Design regfile_wb_arbiter, sky130hd; sources not shown.
**Met2 routing**

Bar = 20 um.
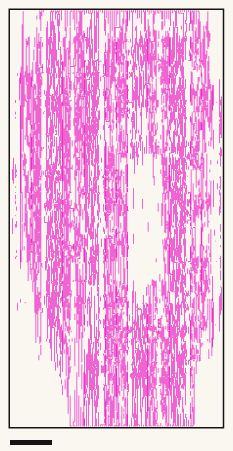
- share of all routed wire: 52%
- main direction: vertical
- longest straight run: 76.8 um
- wire length on this layer: 18400 um
GR met2 Demand/Resource: 62.5%
total number of vias: 10400
DRT Wirelength: 35600 um

**Signal wires by layer**

Bar = 20 um. Only two layers are drawn.
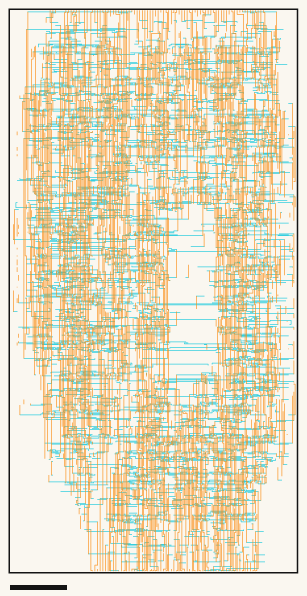
- metal 1: cyan (wire length 10900 um)
- metal 2: orange (wire length 18400 um)
mean routed wirelength per cell: 24.7 um
global-route usage over all layers: 35.7%

**The clock network**

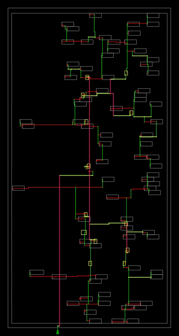
Power Clock: 0.000186 W
number of sequential cells in the layout: 78
clk_lat worst skew: 0.60 ns
clock sinks: 78

**Floorplan with the power grid**

Bar = 20 um. Pins as bars on the die edge.
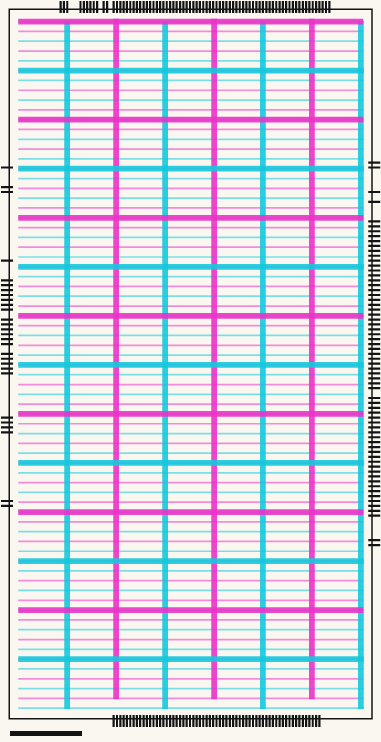
- VDD: magenta
- VSS: cyan
- met5 straps: 14
- rows: 70
Die H: 196 um
IR Drop Worst-Case VDD: 270 uV
area of the core: 18200 um2
Die X: 100 um

==> impl_results.rst <==
Physical design figures
=======================

.. list-table::
   :header-rows: 1

   * - Metric
     - Value
   * - Worst setup slack after placement
     - -0.0684 ns
   * - Drc violations
     - 0
   * - OpenROAD warning count
     - 39
   * - Max_slew headroom
     - a little under 30%
   * - Final critical-path share of the clock period
     - 93.2%
   * - Final max-slew violation count
     - 0
   * - Cell with the most instances after synthesis
     - sky130_fd_sc_hd__mux4_2
   * - Number of antenna violations at the first check in global routing
     - 2
   * - Outcome
     - finished clean
   * - Final-report hold violation count
     - 0
   * - Async set-reset flop share out of synthesis
     - 0%
   * - Final global-route overflow total
     - 0
   * - Post-route minimum period
     - around 7.6 ns
   * - Number of instances in the synthesized netlist
     - 1046
   * - Synthesized netlist net count
     - 1213
   * - Cell repeated most along the worst path
     - sky130_fd_sc_hd__inv_1
   * - R2R cell count
     - 21
   * - Register bit total from synthesis
     - around 78
   * - Chip area from the yosys synthesis statistics
     - 9800 um2
   * - Most frequent standard cell in the layout excluding fill and tap cells
     - sky130_fd_sc_hd__clkdlybuf4s50_1
   * - Detail-routed via count per cell
     - between 7 and 8
   * - CP endpoint kind
     - output pin
   * - Number of nets in the layout
     - between 1000 and 1500
   * - Peak fanout along the critical path
     - 7
   * - Number of maximum-capacitance violations
     - 0
[per-stage QoR]
stage,hold WS [ns],TNS (ns),cells,cell area [um2]
final,0.802,0,1446,12400
after global routing,0.842,0,1443,12400
after CTS,0.813,0,1442,12400
after detailed placement,0.786,-0.250,1429,12300
after global placement,0.776,0,1429,12300
after floorplan,0.966,0,1046,9800
[routing by layer]
layer | track usage [%] | wire length, um
met1 | 37.1 | 10900
met3 | 4.47 | 2840
met4 | 29.4 | 3530
met2 | 62.5 | 18400
met5 | 0 | 0
[cell families after synthesis]
family | Yosys count | share of synthesized area, %
buffers and inverters | 139 | 6.57
muxes | 172 | 37.1
and+or+nand+nor | 316 | 14.8
adders and majority gates | 13 | 1.66
AOI/OAI and AO/OA | 261 | 18.0
DFF | 78 | 15.9
xor gates and xnor gates | 67 | 5.99
[worst register-to-register path: cells and delay by family (launching register included)]
kind            cells  cell delay (ns)
fa+ha+maj           3             0.97
simple gates        5             1.60
buf+inv             7             1.47
flops               1             0.66
compound gates      6             1.04
[where the power goes]
group          internal (W)  leakage, nW  total (W)  switching [W]
clock             0.0000373       0.0514   0.000186       0.000148
sequential         0.000509        0.644   0.000582      0.0000732
combinational       0.00170         3.49    0.00390        0.00220
total               0.00225         4.19    0.00467        0.00242
[area by class of cell]
class | instances | area [um2]
Tap cell | 216 | 270
Multi-Input combinational cell | 829 | 7650
Fill cell | 1399 | 5810
Clock buffer | 11 | 55.1
Clock inverter | 2 | 12.5
Inverter | 16 | 60.1
Sequential cell | 78 | 1570
Timing Repair Buffer | 290 | 2780
Antenna cell | 4 | 10.0
[repair_timing]
action | CTS | global route
hold buffers | 0 | 0
endpoints found under the hold margin | 0 | 0
pin swaps | 0 | 0
gates resized | 1 | 7
setup endpoints to repair | 4 | 4
Power figures rest on the tool's default switching activity, not on a simulated workload.
